==> run_1/placement_by_type.png <==
Fill, decap, tap and diode cells in gray.
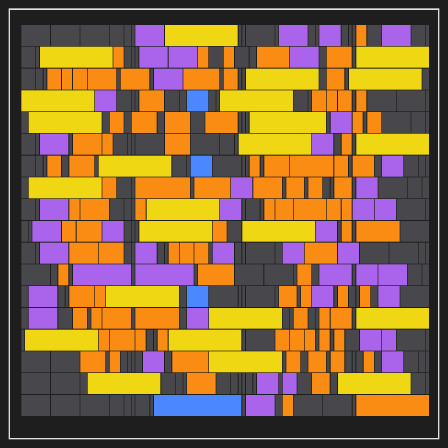
==> run_1/flops_by_reg.png <==
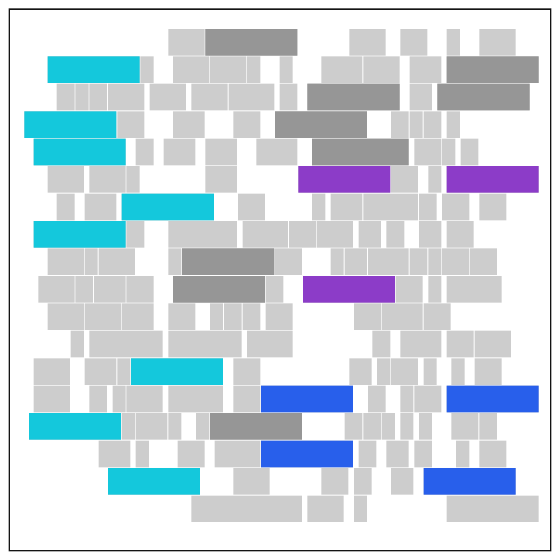
==> run_1/wires.png <==
The bar under the picture is 20 µm long. Only two layers are drawn.
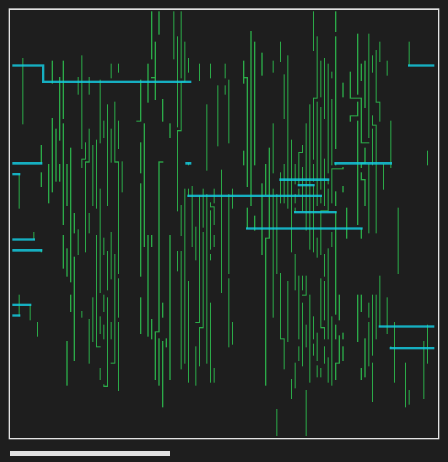
File: config.mk
export PLATFORM = sky130hd
export DESIGN_NAME = uart_tx_engine_flat
export DESIGN_NICKNAME = d
export VERILOG_FILES = /design/src/rtl/uart_tx_engine_pkg.sv /design/src/rtl/uart_tx_engine_if.sv /design/src/rtl/uart_baud_gen.sv /design/src/rtl/uart_tx_engine.sv /design/src/flat_wrapper.sv
export SDC_FILE = /design/constraint.sdc
export NUM_CORES = 1
export LEC_CHECK = 0
export CORE_UTILIZATION = 48
export DETAILED_ROUTE_END_ITERATION = 8
export PLACE_DENSITY_LB_ADDON = 0.05
export SYNTH_ARGS = -nofsm -noshare
export SYNTH_HDL_FRONTEND = slang
export SYNTH_SLANG_ARGS = --single-unit
File: constraint.sdc
create_clock -name Clk -period 1.9 [get_ports Clk]
set_clock_uncertainty 0.05 [all_clocks]
set_input_delay 0.38 -clock Clk [delete_from_list [all_inputs] [get_ports Clk]]
set_output_delay 0.38 -clock Clk [all_outputs]
set_load 0.01 [all_outputs]
File: src/rtl/uart_tx_engine_pkg.sv
// Shared UART definitions: transmitter state encoding, parity modes and
// small frame-format helpers used by the tx engine and the future receiver.
package uart_pkg;

    typedef enum logic [2:0] {
        IDLE   = 3'd0,
        START  = 3'd1,
        DATA   = 3'd2,
        PARITY = 3'd3,
        STOP   = 3'd4
    } tx_state_e;

    typedef enum logic [1:0] {
        PAR_NONE = 2'b00,
        PAR_EVEN = 2'b01,
        PAR_ODD  = 2'b10,
        PAR_RSVD = 2'b11
    } parity_mode_e;

    localparam int DEFAULT_BAUD_DIV = 16;

    // Reserved mode sends no parity bit, same as PAR_NONE.
    function automatic logic parity_on(input parity_mode_e mode);
        return (mode == PAR_EVEN) || (mode == PAR_ODD);
    endfunction

    function automatic logic parity_bit(input logic data_xor, input parity_mode_e mode);
        return data_xor ^ (mode == PAR_ODD);
    endfunction

endpackage

File: src/rtl/uart_tx_engine_if.sv
// Host-side byte handshake plus serial/status outputs of the UART transmitter.
interface uart_tx_engine_if #(
    parameter int DATA_BITS = 8
);
    logic [DATA_BITS-1:0] tx_data_in;
    logic                 tx_valid_in;
    logic                 tx_ready_out;
    logic [1:0]           parity_mode_in;
    logic                 two_stop_in;
    logic                 tx_serial_out;
    logic                 tx_busy_out;
    logic                 tx_done_out;

    modport master (
        output tx_data_in, tx_valid_in, parity_mode_in, two_stop_in,
        input  tx_ready_out, tx_serial_out, tx_busy_out, tx_done_out
    );

    modport slave (
        input  tx_data_in, tx_valid_in, parity_mode_in, two_stop_in,
        output tx_ready_out, tx_serial_out, tx_busy_out, tx_done_out
    );
endinterface

File: src/rtl/uart_baud_gen.sv
// Free-running bit-period counter; bit_end marks the last Clk cycle of each
// serial bit. Shared between transmitter and receiver.
module uart_baud_gen
    import uart_pkg::*;
#(
    parameter int BAUD_DIV = DEFAULT_BAUD_DIV,
    parameter int CNT_W    = $clog2(BAUD_DIV)
) (
    input  logic Clk,
    input  logic reset,
    input  logic clear,
    input  logic enable,
    output logic bit_end
);
    localparam logic [CNT_W-1:0] LAST = CNT_W'(BAUD_DIV - 1);

    logic [CNT_W-1:0] cnt;

    always_ff @(posedge Clk or posedge reset) begin
        if (reset)
            cnt <= '0;
        else if (clear)
            cnt <= '0;
        else if (enable)
            cnt <= (cnt == LAST) ? '0 : cnt + CNT_W'(1);
    end

    assign bit_end = enable && (cnt == LAST);

endmodule

File: src/rtl/uart_tx_engine.sv
// UART transmitter: accepts a payload on valid/ready, latches the frame format
// and shifts start/data/parity/stop bits out LSB first on a registered line.
module uart_tx_engine
    import uart_pkg::*;
#(
    parameter  int DATA_BITS = 8,
    parameter  int BAUD_DIV  = DEFAULT_BAUD_DIV,
    localparam int CNT_W     = $clog2(BAUD_DIV)
) (
    input  logic           Clk,
    input  logic           reset,
    uart_tx_engine_if.slave bus
);
    localparam int             BIT_W    = $clog2(DATA_BITS);
    localparam logic [BIT_W-1:0] LAST_BIT = BIT_W'(DATA_BITS - 1);

    tx_state_e            state_q, state_d;
    logic [DATA_BITS-1:0] shreg_q;
    logic [BIT_W-1:0]     bit_cnt_q;
    logic                 stop_cnt_q;
    logic                 par_en_q, par_bit_q, two_stop_q;
    logic                 serial_q, done_q;
    logic                 serial_d, done_d;
    logic                 bit_end, accept, last_bit, last_stop;
    parity_mode_e         mode_in;

    assign mode_in   = parity_mode_e'(bus.parity_mode_in);
    assign accept    = bus.tx_valid_in && (state_q == IDLE);
    assign last_bit  = (bit_cnt_q == LAST_BIT);
    assign last_stop = !two_stop_q || stop_cnt_q;

    uart_baud_gen #(
        .BAUD_DIV (BAUD_DIV),
        .CNT_W    (CNT_W)
    ) u_baud (
        .Clk     (Clk),
        .reset   (reset),
        .clear   (accept),
        .enable  (state_q != IDLE),
        .bit_end (bit_end)
    );

    always_ff @(posedge Clk or posedge reset) begin
        if (reset)
            state_q <= IDLE;
        else
            state_q <= state_d;
    end

    always_comb begin
        state_d = state_q;
        case (state_q)
            IDLE:    if (accept)              state_d = START;
            START:   if (bit_end)             state_d = DATA;
            DATA:    if (bit_end && last_bit) state_d = par_en_q ? PARITY : STOP;
            PARITY:  if (bit_end)             state_d = STOP;
            STOP:    if (bit_end && last_stop) state_d = IDLE;
            default:                          state_d = IDLE;
        endcase
    end

    // The line is registered, so it is driven from the state being entered;
    // within DATA the next bit is shreg[1] only on the edge that shifts.
    always_comb begin
        serial_d = 1'b1;
        case (state_d)
            START:   serial_d = 1'b0;
            DATA:    serial_d = (state_q == DATA && bit_end) ? shreg_q[1] : shreg_q[0];
            PARITY:  serial_d = par_bit_q;
            default: serial_d = 1'b1;
        endcase
        done_d = (state_q == STOP) && (state_d == IDLE);
    end

    always_ff @(posedge Clk or posedge reset) begin
        if (reset) begin
            serial_q <= 1'b1;
            done_q   <= 1'b0;
        end else begin
            serial_q <= serial_d;
            done_q   <= done_d;
        end
    end

    always_ff @(posedge Clk or posedge reset) begin
        if (reset) begin
            shreg_q    <= '0;
            bit_cnt_q  <= '0;
            stop_cnt_q <= 1'b0;
            par_en_q   <= 1'b0;
            par_bit_q  <= 1'b0;
            two_stop_q <= 1'b0;
        end else if (accept) begin
            shreg_q    <= bus.tx_data_in;
            bit_cnt_q  <= '0;
            stop_cnt_q <= 1'b0;
            par_en_q   <= parity_on(mode_in);
            par_bit_q  <= parity_bit(^bus.tx_data_in, mode_in);
            two_stop_q <= bus.two_stop_in;
        end else if (bit_end) begin
            if (state_q == DATA) begin
                bit_cnt_q <= last_bit ? '0 : bit_cnt_q + BIT_W'(1);
                if (!last_bit)
                    shreg_q <= shreg_q >> 1;
            end
            if (state_q == STOP)
                stop_cnt_q <= !last_stop;
        end
    end

    assign bus.tx_serial_out = serial_q;
    assign bus.tx_done_out   = done_q;
    assign bus.tx_ready_out  = (state_q == IDLE);
    assign bus.tx_busy_out   = (state_q != IDLE);

endmodule

File: src/flat_wrapper.sv
// flat-port wrapper written by rule: the top's interface ports become plain ports
module uart_tx_engine_flat import uart_pkg::*;
#(
    parameter  int DATA_BITS = 8,
    parameter  int BAUD_DIV  = DEFAULT_BAUD_DIV,
    localparam int CNT_W     = $clog2(BAUD_DIV)
)
  (Clk, reset, bus_tx_data_in, bus_tx_valid_in, bus_parity_mode_in, bus_two_stop_in, bus_tx_ready_out, bus_tx_serial_out, bus_tx_busy_out, bus_tx_done_out);
  uart_tx_engine_if #(.DATA_BITS(DATA_BITS)) bus_i ();
  input  logic Clk;
  input  logic reset;
  input wire logic [$bits(bus_i.tx_data_in)-1:0] bus_tx_data_in;
  input wire logic [$bits(bus_i.tx_valid_in)-1:0] bus_tx_valid_in;
  input wire logic [$bits(bus_i.parity_mode_in)-1:0] bus_parity_mode_in;
  input wire logic [$bits(bus_i.two_stop_in)-1:0] bus_two_stop_in;
  output wire logic [$bits(bus_i.tx_ready_out)-1:0] bus_tx_ready_out;
  output wire logic [$bits(bus_i.tx_serial_out)-1:0] bus_tx_serial_out;
  output wire logic [$bits(bus_i.tx_busy_out)-1:0] bus_tx_busy_out;
  output wire logic [$bits(bus_i.tx_done_out)-1:0] bus_tx_done_out;
  assign bus_i.tx_data_in = bus_tx_data_in;
  assign bus_i.tx_valid_in = bus_tx_valid_in;
  assign bus_i.parity_mode_in = bus_parity_mode_in;
  assign bus_i.two_stop_in = bus_two_stop_in;
  assign bus_tx_ready_out = bus_i.tx_ready_out;
  assign bus_tx_serial_out = bus_i.tx_serial_out;
  assign bus_tx_busy_out = bus_i.tx_busy_out;
  assign bus_tx_done_out = bus_i.tx_done_out;
  uart_tx_engine #(.DATA_BITS(DATA_BITS), .BAUD_DIV(BAUD_DIV)) u_core (.Clk(Clk), .reset(reset), .bus(bus_i));
endmodule
==> summary.txt, run 1 <==
run results: status finished, final reports clean, Layout clock area frac 3.00%, Psw 0.000745 W, VDD IR max between 0.8 and 0.9 mV, placed instance area 0.00159 mm², crit share post-route 97.0%, total CTS buffers 3, met3 usage 2.59%, cell taking the most area after synthesis dfrtp_1, pwr dens 1250 mW/mm², Inverters, non-clock 5, Hold WS 0.277 ns, Seq share, synth 47.2%, Period minus WS final 1.84 ns, Via density 5.47, fmax roughly 540 MHz, element type at the critical path end register, sequential share of cell area 34.4%, grt met1 use 23.4%, Max-area cell share between 40% and 50%, P_seq 0.000877 W, ao+oa area frac roughly 14%, CTS Hold Bufs 0, top comb family, area simple AND/OR/NAND/NOR gates, # setup viols final 0, I/O pins 18, Clock Tree Buf Depth 2, total grt overflow 0, top cells by area dfrtp_1, mux2i_1, nor2_1, a21oi_1, xnor2_1, Setup crit end u_core.bus.tx_serial_out$_DFF_PP1_, Switching Share 33.9%, DRC viols 0, Insertion Delay late pin 0.32 ns, chip area between 0.002 and 0.003 mm², slowest stage cell, crit path dfrtp_1, Tap Count 30, P_clk 0.000379 W, Initial Util about half, number of global-route vias before repair 970, Tot Pwr 0.00220 W, Non-clock buffer share 22.4%, cell mode on critical path ha_1, routed wl met2 1490 µm, Gate Area 648 µm², H-tree Lvls 1, top power group combinational cells, Cell Int Power 0.00145 W, Synthesized Nets 145, Die H 53.5 µm, highest routed layer met4, CP Max Fanout 3, Netlist cell types 35, clock power share between 10% and 20%, FF+latch area 602 µm², metal3 WL slightly above 100 µm, Finished Core Util 70.0%, leakage approximately 0.8 nW, pin slew with the least headroom to its limit 0.422 ns, Top Layout Cells buf_4, dfrtp_1, nor2_1, Inst Count DP 188, Yosys warnings 0, mux share 8.45%, met1 WL 1160 µm, Comb gates around 93, initial antenna violation count 0, setup TNS 0 ns, Hold Crit Class input port to async pin, Tool Warnings 26, Final nets 189, Synth-to-Final Area Change 37.4%, slowest stage delay, CP about 0.43 ns, slew margin rel. 71.8%, met2 Usage GRT 37.3%, yosys stat area around 0.0013 mm², max reg flops 8, Post-synth regs 24, CTS Sinks 24, Worst EP arrival 2.03 ns, critical path's top delay family AND-OR/OR-AND gates, combinational share of cell area 37.0%, Non-Clock Buffer Count 44, Yosys Instances ~130, worst reg2reg startpoint u_core.bit_cnt_q[0]$_DFFE_PP0P_, setup slack, reg-to-reg 0.06 ns, worst path required time ~2.1 ns, largest class multi-input combinational cells, CTS tree built, final wirelength 2760 µm, CP cell instances ha_1 -> ha_1 -> nor2b_1 -> o21ai_0 -> a21oi_1 -> o32ai_1, biggest regs u_core.shreg_q: 8 flops, u_core.u_baud.cnt: 4 flops, core box area 0.00250 mm², final instance area roughly 0.0018 mm², num rows 18, most instantiated logic cell after routing buf_4, Combinational Power 0.000940 W, yosys adder share between 3 and 4%, Logic pwr share 42.8%, gr busiest metal met2, Die W 53.5 µm, Final Hold Viols 0, worst setup margin approximately 0.058 ns, Crit path depth 6, CTS clk-pin slew, worst paths 0.14 ns, Synth Cell Area 0.00127 mm², placed wire-length estimate around 2000 µm, Avg Cell Area, Syn 10.0 µm², CLK BUF 3, first-pass GRT wire length 4120 µm, reg2reg path depth 6, Antenna Cells 0, XORs/XNORs by Area 5.50%, cells after synthesis 127, Max Cap Viol 0, Setup WS pre-CTS -0.115 ns, fill count 204, WS Path Type register to register, max-slew violation count 0, root buf cell clkbuf_4
-- placement_by_type.png (at the start) --
Key: blue = clock drivers and dummy loads [cells 4, share of their area 3.1%]; yellow = flops [cells 24, share of their area 35%]; orange = combinational and other logic [cells 98, share of their area 39%]; purple = other buffers and delay cells [cells 44, share of their area 23%]

-- flops_by_reg.png (at the start) --
Key: blue = u_core.u_baud.cnt [sequential cells 4]; purple = u_core.state_q [sequential cells 3]; cyan = u_core.shreg_q [sequential cells 8]

-- wires.png (at the start) --
Key: cyan = metal 3 [wire length 103 µm]; green = metal 2 [wire length 1490 µm]
GRT Total Usage: 20.2%
routed len/inst: 13.8 µm

-- run 1: synthesized netlist by cell type --
library cell and n:
nor3_2 1, mux2_2 2, mux2_4 1, buf_4 1, nor3b_1 1, o32ai_1 1
nand2b_1 1, nand4_1 2, o21ai_0 9, dfrtp_1 23, nor2_1 17, clkbuf_1 2
nand2_1 11, ha_1 4, or4_1 1, nand3b_1 1, nor2b_1 1, dfstp_2 1
o21bai_4 1, nor3_1 1, a21oi_1 11, a21oi_2 2, inv_1 5, xor2_1 2
a221oi_1 1, and3_1 2, xnor2_1 6, buf_6 2, a22o_1 1, nor4b_2 1
or3_1 1, nand3_1 2, a31oi_1 1, o31ai_1 1, mux2i_1 7
-- run 1: repair_timing --
item / in CTS / in global routing
endpoints found under the setup margin: 12 / 5
pin swaps: 2 / 0
resized: 10 / 4
buffers inserted: 4 / 4
==> run_1/placement.png <==
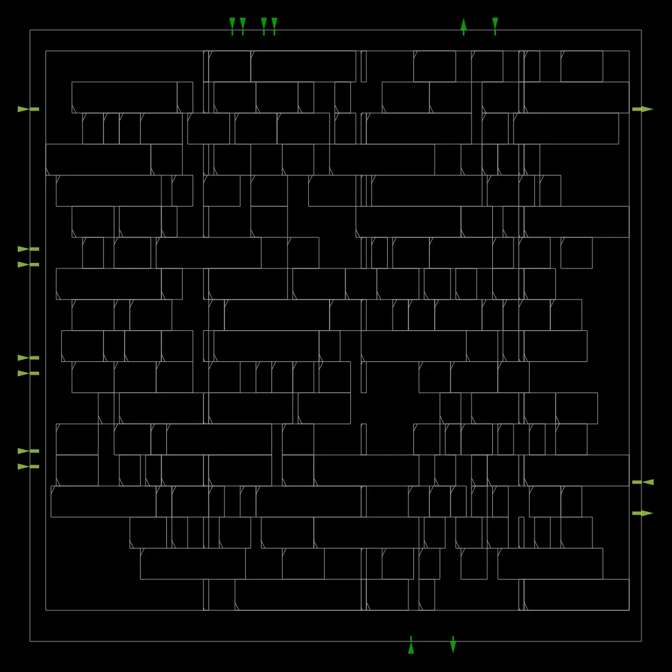

==> run 2: changes to the inputs <==
--- a/config.mk
+++ b/config.mk
@@ -5,7 +5,7 @@
 export SDC_FILE = /design/constraint.sdc
 export NUM_CORES = 1
 export LEC_CHECK = 0
-export CORE_UTILIZATION = 48
+export CORE_UTILIZATION = 53
 export DETAILED_ROUTE_END_ITERATION = 8
 export PLACE_DENSITY_LB_ADDON = 0.05
 export SYNTH_ARGS = -nofsm -noshare
==> constraint.sdc (replaced) <==
create_clock -name Clk -period 1.8 [get_ports Clk]
set_clock_uncertainty 0.05 [all_clocks]
set_input_delay 0.36 -clock Clk [delete_from_list [all_inputs] [get_ports Clk]]
set_output_delay 0.36 -clock Clk [all_outputs]
set_load 0.01 [all_outputs]
==> run_2/placement.png <==
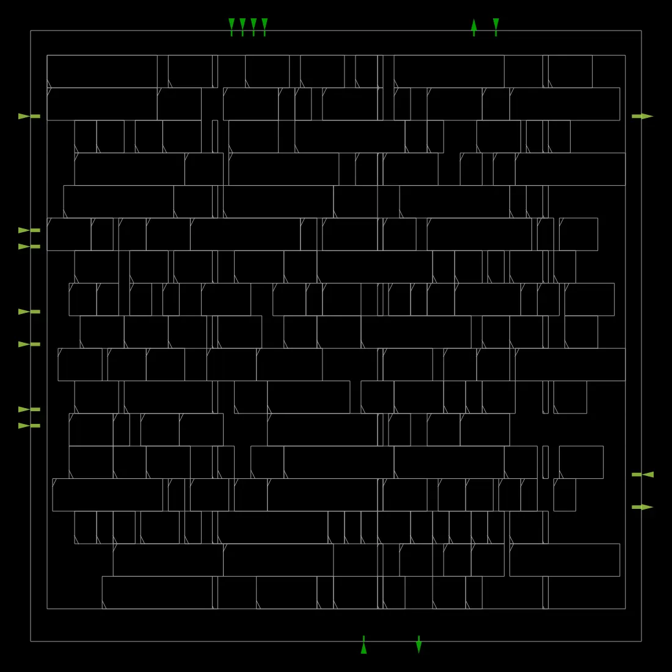
Non-Filler Instances: 194
fill count: 156
Tap Count: 28

==> run_2/flops_by_reg.png <==
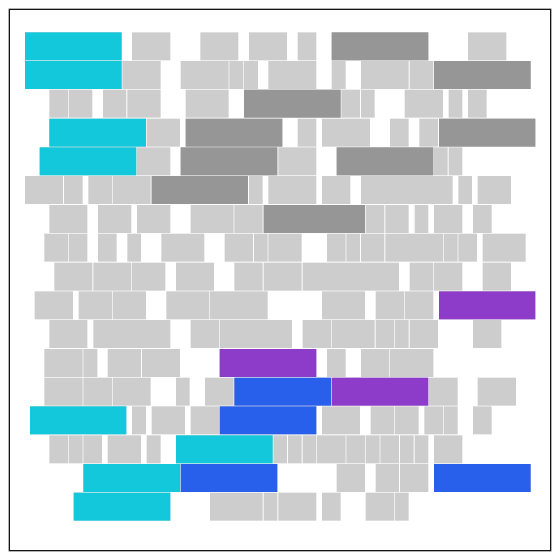
Key: purple = u_core.state_q [sequential cells 3]; cyan = u_core.shreg_q [sequential cells 8]; blue = u_core.u_baud.cnt [sequential cells 4, where south]
Another 9 sequential cells are not colored.
sequential share of cell area: 34.8%
FF+latch area: 602 µm²

==> summary.txt, run 2 <==
run results: status finished, final reports clean (unchanged), CTS Sinks 24 (unchanged), total CTS buffers 3 (unchanged), routed len/inst 14.4 µm (was 13.8 µm), Layout clock area frac 2.10% (was 3.00%), Hold WS 0.351 ns (was 0.277 ns), Non-Clock Buffer Count 40 (was 44), gr busiest metal met2 (unchanged), RSZ-0062 raised after global routing yes, Hold Crit Class input port to async pin (unchanged), crit share post-route 99.1% (was 97.0%), largest net degree at the start of global routing 25 (was 15), Tool Warnings 29 (was 26), crit start category register (unchanged), core box area 0.00223 mm² (was 0.00250 mm²), Most used DFF post-synth dfrtp_1 (unchanged), total grt overflow 0 (unchanged), P_seq 0.000945 W (was 0.000877 W), fmax 561 MHz (was 543 MHz), num rows 17 (was 18), yosys stat area 0.00127 mm² (unchanged), met3 usage 4.17% (was 2.59%), slowest stage cell, crit path or4_4 (was dfrtp_1), most instantiated logic cell after routing dfrtp_1 (was buf_4), biggest regs u_core.shreg_q: 8 flops, u_core.u_baud.cnt: 4 flops (unchanged), DRT antenna net count 0 (unchanged), Yosys warnings 0 (unchanged), setup TNS 0 ns (unchanged), CTS Hold Bufs 0 (unchanged), final instance area 0.00173 mm² (was 0.00175 mm²), most frequent cell after synthesis dfrtp_1 (unchanged), met2 Usage GRT 42.1% (was 37.3%), Synthesized Nets 145 (unchanged), FFs w/ async S/R, synth 100% (unchanged), Initial Util 57.0% (was 51.0%), Logic pwr share 44.9% (was 42.8%), Psw 0.000803 W (was 0.000745 W), Die W 51.0 µm (was 53.5 µm), Gate Area 676 µm² (was 648 µm²), WS Path Type register to register (unchanged), Non-clock buffer share 21.0% (was 22.4%), Combinational Power 0.000996 W (was 0.000940 W), leakage 0.780 nW (was 0.787 nW), top cells by area dfrtp_1, mux2i_1, nor2_1, a21oi_1, xnor2_1 (unchanged), Cell Int Power 0.00142 W (was 0.00145 W), max reg flops 8 (unchanged), Comb gates 93 (unchanged), Via density 5.41 (was 5.47), GRT Total Usage 23.4% (was 20.2%), P_clk 0.000278 W (was 0.000379 W), # setup viols final 0 (unchanged), metal3 WL 115 µm (was 102 µm), Avg Cell Area, Syn 10.0 µm² (unchanged), Max-area cell share 45.2% (unchanged), Yosys Instances 127 (unchanged), final wirelength 2790 µm (was 2760 µm), number of enable flip-flop cells 0 (unchanged), met1 WL 1170 µm (was 1160 µm), Post-synth regs 24 (unchanged), Crit path depth 6 (unchanged), VDD IR max 0.844 mV (was 0.810 mV), Netlist cell types 35 (unchanged), vias 1050 (was 1093), largest class multi-input combinational cells (unchanged), clock power share 12.5% (was 17.3%), CP cell instances ha_4 -> nand3_2 -> or4_4 -> mux2_4 -> nor3_2 -> o32ai_1 (was ha_1 -> ha_1 -> nor2b_1 -> o21ai_0 -> a21oi_1 -> o32ai_1), critical path's top delay family simple AND/OR/NAND/NOR gates (was AND-OR/OR-AND gates), placed wire-length estimate 2110 µm (was 1990 µm), Inverters, non-clock 5 (unchanged), pwr dens 1280 mW/mm² (was 1250 mW/mm²), top power group combinational cells (unchanged), reg2reg path depth 6 (unchanged), pin slew with the least headroom to its limit 0.352 ns (was 0.422 ns), chip area 0.00260 mm² (was 0.00286 mm²), setup slack, reg-to-reg 0.02 ns (was 0.06 ns), FFs & Latches 24 (unchanged), DRC viols 0 (unchanged), Die H 51.0 µm (was 53.5 µm), combinational share of cell area 39.0% (was 37.0%), Setup WS pre-CTS -0.121 ns (was -0.115 ns), H-tree Lvls 1 (unchanged), placed instance area 0.00163 mm² (was 0.00159 mm²), worst reg2reg startpoint u_core.u_baud.cnt[0]$_DFFE_PP0P_ (was u_core.bit_cnt_q[0]$_DFFE_PP0P_), cells after synthesis 127 (unchanged), element type at the critical path end register (unchanged), Antenna Cells 0 (unchanged), number of global-route vias before repair 1021 (was 970), max-slew violation count 0 (unchanged), GPL Wtd Cong 0.860 (was 0.806), Clock Tree Buf Depth 2 (unchanged), top cells by count dfrtp_1, nor2_1, a21oi_1, nand2_1, o21ai_0 (unchanged), CTS tree built (unchanged), initial antenna violation count 0 (unchanged), Worst EP arrival 1.98 ns (was 2.03 ns), CP Max Fanout 4 (was 3), Period minus WS final 1.78 ns (was 1.84 ns), Insertion Delay late pin 0.31 ns (was 0.32 ns), first-pass GRT wire length 4420 µm (was 4120 µm), CTS clk-pin slew, worst paths 0.13 ns (was 0.14 ns), root buf cell clkbuf_4 (unchanged), worst path required time 1.99 ns (was 2.09 ns), Final Hold Viols 0 (unchanged), I/O pins 18 (unchanged), CP Launch Point u_core.u_baud.cnt[0]$_DFFE_PP0P_ (was u_core.bit_cnt_q[0]$_DFFE_PP0P_), slowest stage delay, CP 0.47 ns (was 0.43 ns), Top Layout Cells dfrtp_1, buf_4, clkdlybuf4s50_1 (was buf_4, dfrtp_1, nor2_1), Max Cap Viol 0 (unchanged), Finished Core Util 77.5% (was 70.0%), R2R Path End u_core.bus.tx_serial_out$_DFF_PP1_ (unchanged), Switching Share 36.2% (was 33.9%), Setup crit end u_core.bus.tx_serial_out$_DFF_PP1_ (unchanged), CLK BUF 4 (was 3), slew margin rel. 76.5% (was 71.8%), grt met1 use 28.2% (was 23.4%), worst setup margin 0.0160 ns (was 0.0576 ns), routed wl met2 1480 µm (was 1490 µm), Synth Cell Area 0.00127 mm² (unchanged), Final nets 185 (was 189), highest routed layer met4 (unchanged), Synth-to-Final Area Change 35.9% (was 37.4%), cell taking the most area after synthesis dfrtp_1 (unchanged), Seq share, synth 47.2% (unchanged)
==> run 2: cell counts after synthesis <==
No cell type changed its count.
==> run 2: what timing repair did <==
item,4_1_cts,5_1_grt
buffers inserted,1,0
resized,11,14
setup endpoints to repair,13,15
pin swaps,0,1
==> run 2: kinds of logic after synthesis <==
logic type               Yosys count  share of synthesized area (%)
AND-OR/OR-AND                     28                           13.9
AND/OR/NAND/NOR                   43                           16.6
flip-flops                        24                           47.2
adder cells (fa/ha/maj)            4                           3.93
multiplexers                      10                           8.45
buffers and inverters             10                           4.42
XOR/XNOR                           8                           5.50
==> run 2: metrics by stage <==
step / instances / power [W]
final: 194 / 0.00222
after global routing: 194 / 0.00237
after CTS: 194 / 0.00217
after detailed placement: 189 / 0.00187
after global placement: 189 / 0.00179
after floorplan: 127 / 0.00146
No activity file was given, so power comes from the tool's default toggle rates.
